**src/rtl/req_pending_encoder_pkg.sv**
```systemverilog
// enc_pkg: shared definitions for the request pending encoder slice.
//   N_REQ       number of request lines (power of two, >= 2)
//   IDX_W       width of an encoded line index
//   enc_state_t offer FSM states
//   prio_idx()  highest-set-bit index of an N_REQ-wide vector
package enc_pkg;

  localparam int N_REQ = 8;
  localparam int IDX_W = $clog2(N_REQ);

  typedef enum logic {
    IDLE  = 1'b0,
    OFFER = 1'b1
  } enc_state_t;

  // Scanning upward lets the highest set bit overwrite lower ones, so
  // bit N_REQ-1 has top priority. An all-zero vector encodes as 0.
  function automatic logic [IDX_W-1:0] prio_idx(input logic [N_REQ-1:0] vec);
    logic [IDX_W-1:0] idx;
    idx = '0;
    for (int b = 0; b < N_REQ; b++) begin
      if (vec[b]) idx = IDX_W'(b);
    end
    return idx;
  endfunction

endpackage

```
**src/rtl/req_pending_encoder_prio.sv**
```systemverilog
// prio_enc8: combinational priority encoder, highest set bit wins.
// Ports:
//   vec  in  N      vector to encode
//   idx  out IDX_W  index of the highest set bit (0 when vec is empty)
//   any  out 1      vec has at least one bit set
module prio_enc8
  import enc_pkg::*;
#(
  parameter int N  = N_REQ,
  parameter int IW = $clog2(N)
) (
  input  logic [N-1:0]  vec,
  output logic [IW-1:0] idx,
  output logic          any
);

  // Upward scan so the highest set bit is the last one written.
  always_comb begin
    idx = '0;
    for (int b = 0; b < N; b++) begin
      if (vec[b]) idx = IW'(b);
    end
  end

  assign any = |vec;

endmodule

```
**src/rtl/req_pending_encoder.sv**
```systemverilog
// req_pending_encoder: captures request events on N lines into a pending
// register and offers the highest-priority pending index with a
// valid/ready handshake. One registered code per accepted request.
//
// Configuration macro: REQ_EDGE_DETECT_EN
//   defined   : events are rising edges of i (i_q register present),
//               lost flags an event that hits an already-pending bit
//   undefined : level mode, every high line re-asserts its pending bit
//               each cycle; lost is tied to 0
//
// Ports:
//   clk        in  1      rising-edge clock
//   rst        in  1      synchronous active-high reset
//   en         in  1      capture enable (pending bits drain regardless)
//   i          in  N      request lines
//   out        out IDX_W  offered index
//   out_valid  out 1      out holds a pending index
//   out_ready  in  1      consumer accepts out this cycle
//   pending    out N      current pending register
//   lost       out 1      one-cycle pulse, event hit an already-pending bit
module req_pending_encoder
  import enc_pkg::*;
#(
  parameter int N     = N_REQ,
  parameter int IDX_W = $clog2(N)
) (
  input  logic             clk,
  input  logic             rst,
  input  logic             en,
  input  logic [N-1:0]     i,
  output logic [IDX_W-1:0] out,
  output logic             out_valid,
  input  logic             out_ready,
  output logic [N-1:0]     pending,
  output logic             lost
);

  enc_state_t       state;
  logic [IDX_W-1:0] idx_q;
  logic [N-1:0]     ev;
  logic [N-1:0]     clr;
  logic [N-1:0]     pend_n;
  logic [IDX_W-1:0] next_idx;
  logic             next_any;

`ifdef REQ_EDGE_DETECT_EN
  logic [N-1:0] i_q;
  logic         lost_q;

  // Previous-cycle copy of the request lines. Tracks i even while capture
  // is disabled so re-enabling never produces a stale edge.
  always_ff @(posedge clk) begin
    if (rst) i_q <= '0;
    else     i_q <= i;
  end

  assign ev = (i & ~i_q) & {N{en}};

  // An event only counts as lost when the bit is already pending and is
  // not being cleared this cycle; set-wins re-offers it instead.
  always_ff @(posedge clk) begin
    if (rst) lost_q <= 1'b0;
    else     lost_q <= |(ev & pending & ~clr);
  end

  assign lost = lost_q;
`else
  assign ev   = i & {N{en}};
  assign lost = 1'b0;
`endif

  // Clear the offered bit on a handshake, then merge new events on top so
  // a set in the same cycle wins over the clear.
  always_comb begin
    clr = '0;
    if (out_valid && out_ready) clr[idx_q] = 1'b1;
    pend_n = (pending & ~clr) | ev;
  end

  prio_enc8 #(
    .N  (N),
    .IW (IDX_W)
  ) u_prio (
    .vec (pend_n),
    .idx (next_idx),
    .any (next_any)
  );

  // Offer FSM. idx_q is only reloaded on entry to OFFER or after an
  // accept, so a higher-priority arrival never preempts a stalled offer.
  always_ff @(posedge clk) begin
    if (rst) begin
      state     <= IDLE;
      idx_q     <= '0;
      out_valid <= 1'b0;
      pending   <= '0;
    end else begin
      pending <= pend_n;
      case (state)
        IDLE: begin
          if (next_any) begin
            idx_q     <= next_idx;
            state     <= OFFER;
            out_valid <= 1'b1;
          end
        end
        OFFER: begin
          if (out_ready) begin
            if (next_any) begin
              idx_q <= next_idx;
            end else begin
              state     <= IDLE;
              out_valid <= 1'b0;
            end
          end
        end
        default: begin
          state     <= IDLE;
          out_valid <= 1'b0;
        end
      endcase
    end
  end

  assign out = idx_q;

endmodule

```
**config.mk**
```make
export PLATFORM = sky130hd
export DESIGN_NAME = req_pending_encoder
export DESIGN_NICKNAME = d
export VERILOG_FILES = /design/src/rtl/req_pending_encoder_pkg.sv /design/src/rtl/req_pending_encoder_prio.sv /design/src/rtl/req_pending_encoder.sv
export SDC_FILE = /design/constraint.sdc
export NUM_CORES = 1
export LEC_CHECK = 0
export ABC_AREA = 1
export CAP_MARGIN = 5
export CORE_UTILIZATION = 30
export CTS_CLUSTER_DIAMETER = 30
export DETAILED_ROUTE_END_ITERATION = 16
export REMOVE_ABC_BUFFERS = 1
export SYNTH_ARGS = -nofsm -noshare
export SYNTH_HDL_FRONTEND = slang
export SYNTH_SLANG_ARGS = --single-unit
```
**constraint.sdc**
```tcl
create_clock -name clk -period 1.75 [get_ports clk]
set_input_delay 0.35 -clock clk [delete_from_list [all_inputs] [get_ports clk]]
set_output_delay 0.35 -clock clk [all_outputs]
set_load 0.005 [all_outputs]
```
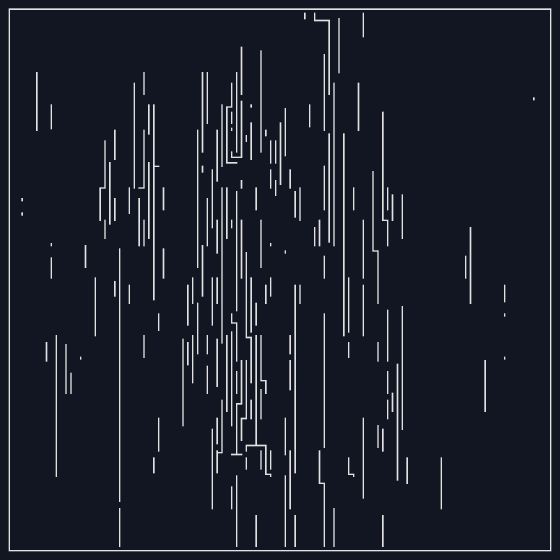
(signal wires on met2)
share of all routed wire = 44%
longest straight run = 23.8 um
main direction = vertical

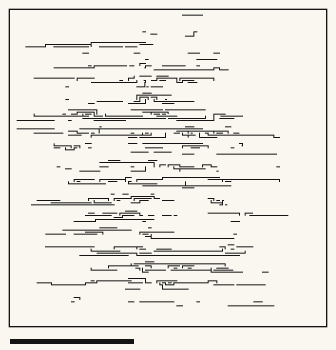
(met1 routing)
Scale bar: 20 um.
share of all routed wire = 48%
nets with wire on the layer = 137
wire length on this layer = 844 um

==> impl_metrics.toml <==
# flow metrics
[outcome]
status = "complete, no violations"

[synth]
yosys-stat-cells = 115
ys.flops = 13
syn-cell-area_um2 = 719
syn_area_per_cell_um2 = 6.26
topCellsByArea = "dfxtp_1, nand2_1, nor2_1"
edf_count = 0
synth_warnings = 0
synth_cell_types = 18
yosys_area_um2 = 719
largest_area_cell = "dfxtp_1"
synthCells = 115
synthArstFlopShare = 0
top_cells_by_count = "nand2_1, nor2_1, dfxtp_1, inv_1"
ys.flop_type = "dfxtp_1"
ys_seq_frac = 0.362
synth_top_area_share = 0.362
synth_top_cell_by_count = "nand2_1"

[clock_network]
cts-root-buf = "clkbuf_4"
clk_pin_slew_ps = 80
worstSkewPairLatency_ps = 280
cts_buffer_depth = 2
clock-sinks = 13
cts_tree = "done"
numCtsBuffers = 3

[setup_path]
path_depth = 1
crit_arrival_ps = 1260
r2r_end = "out[0]"
reg2reg_from = "out_valid"
crit_required_ps = 1400
crit_family = "buffers and inverters"
crit_type = "flip-flop to output port"
path_max_fanout = 4
r2r_cells = 11
r2r_slack_ps = 150
cp-end-kind = "output port"
start_kind = "flip-flop"
cpMaxStageDelayCell = "clkdlybuf4s50_1"
crit_chain = "clkdlybuf4s50_1"
path_buffers = 1
crit_end = "out[0]"
max_stage_delay_ps = 550

[layout]
antenna-diode-count = 0
drive_above_1_share = 0.219
nets = 164

[detailed_routing]
drc = 0
via_per_inst = 4.37
first_pass_iters = 4
drtIter0Drc = 6
vias = 783
ant_nets = 0
post_drt_wl_per_cell_um = 9.85
wl_um = 1760

[final_timing]
final-setup-viol-count = 0
hold_slack_ps = 525
rsz0062_at_grt = "no"
period_minus_slack_ps = 1610
fin_crit_sh = 0.921
maxSlewViolCount = 0
setup_slack_ps = 138
fin_skew_ps = 1.79
tns_ps = 0
final-hold-violation-count = 0
max_clock_freq_mhz = 620

[power]
power_density_mw_per_mm2 = 698
irDropWorstVdd_mv = 0.456
p_leak_nw = 0.539

[placed_design]
dp_slack_ps = -282
place_hpwl_um = 1410
io_buffers = 23

[floorplan]
io_pins = 25
dieHeight_um = 51.0
std_cell_rows = 17
core_mm2 = 0.00223
die_area_mm2 = 0.00260
floorplan.core_util = 0.322
fp.dieW_um = 51.0

[global_route]
grt_pass1_vias = 706
antenna_found_initial = 0
grt_max_degree = 9
grt_pass1_wl_um = 2910

[flow_run]
maxCapViolations = 0
openroad.warnings = 25

[min_path]
min_path_type = "flip-flop to flip-flop"
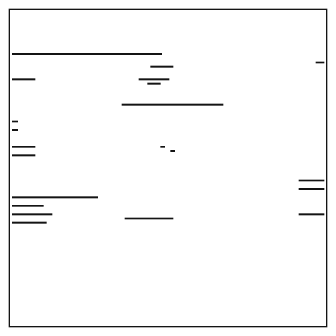
(M3 wires)
share of all routed wire = 6.4%
longest straight run = 23.9 um

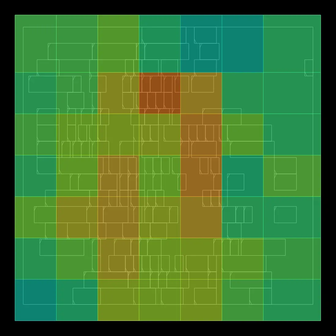
(routing congestion)
post-layout util: 0.489
global routing usage on met1: 0.204
gr usage total: 0.155
met3 Usage GRT: 0.0417

## worst min-delay path by stage
stage                      start   endpoint  depth (start not counted)
final                     out[2]     out[2]                          2
after global routing      out[2]     out[2]                          2
after CTS                 out[2]     out[2]                          2
after detailed placement  out[2]     out[2]                          2
after global placement     state  out_valid                          3
after floorplan              rst     out[1]                          1
## where the power goes
group / total [mW] / switching, mW / internal (mW) / leakage [nW]
clock network: 0.191 / 0.102 / 0.0886 / 0.0150
registers: 0.341 / 0.0220 / 0.319 / 0.108
logic: 0.229 / 0.103 / 0.126 / 0.416
total: 0.762 / 0.227 / 0.534 / 0.539
## state kept, by name, indices dropped and copies added, names as in the netlist
signal,flops
out,3
out_valid,1
pending,8
state,1
## repair_timing
item,CTS,global route
setup buffers,1,0
pin swaps,2,0
hold endpoints to repair,0,0
hold buffers,0,0
setup endpoints to repair,1,2
gates resized,2,1
## stage by stage
stage,cell area (um2),std cells,total power [mW]
final,1090,179,0.762
after global routing,1090,179,0.816
after CTS,1090,179,0.771
after detailed placement,1050,174,0.575
after global placement,1050,174,0.573
after floorplan,703,112,0.450
## placed cells by master (no fill, tap or decap)
cell type         n
clkdlybuf4s50_1  21
dfxtp_1          13
a21boi_4          1
inv_2             4
o21ai_1           1
conb_1            1
clkbuf_1          1
buf_4            12
nor2_4            1
a21oi_1           3
a21oi_2           2
nand3_1           4
clkbuf_4          3
dlygate4sd2_1     1
dlymetal6s2s_1    1
inv_1            10
nand3_2           1
nand2_2           5
nor2_1           21
a21boi_2          1
nor2_2            3
nand2_1          41
## logic make-up (layout without fill, tap and decap cells)
family,Yosys count,after routing,synth area share
buf+inv,17,53,0.0956
compound gates,8,8,0.0939
simple gates,76,76,0.443
flops,13,13,0.362
other cells,1,1,0.00521
## per-layer routing
layer	routed length, um	global-route usage	vias up	share of wire
li1	-	-	414	-
met1	844	0.204	341	0.48
met2	768	0.226	23	0.44
met3	112	0.0417	5	0.063
met4	39	0.0833	0	0.022
met5	0	0	-	0
## layout make-up
| type | instances | area, um2 |
|---|---|---|
| repair buffers | 35 | 322 |
| fillers | 238 | 1140 |
| multi-input cells | 85 | 395 |
| well taps | 28 | 35.0 |
| flip-flops and latches | 13 | 260 |
| inverters | 14 | 52.6 |
| clock buffers | 4 | 26.3 |
Power and IR drop assume default switching activity.
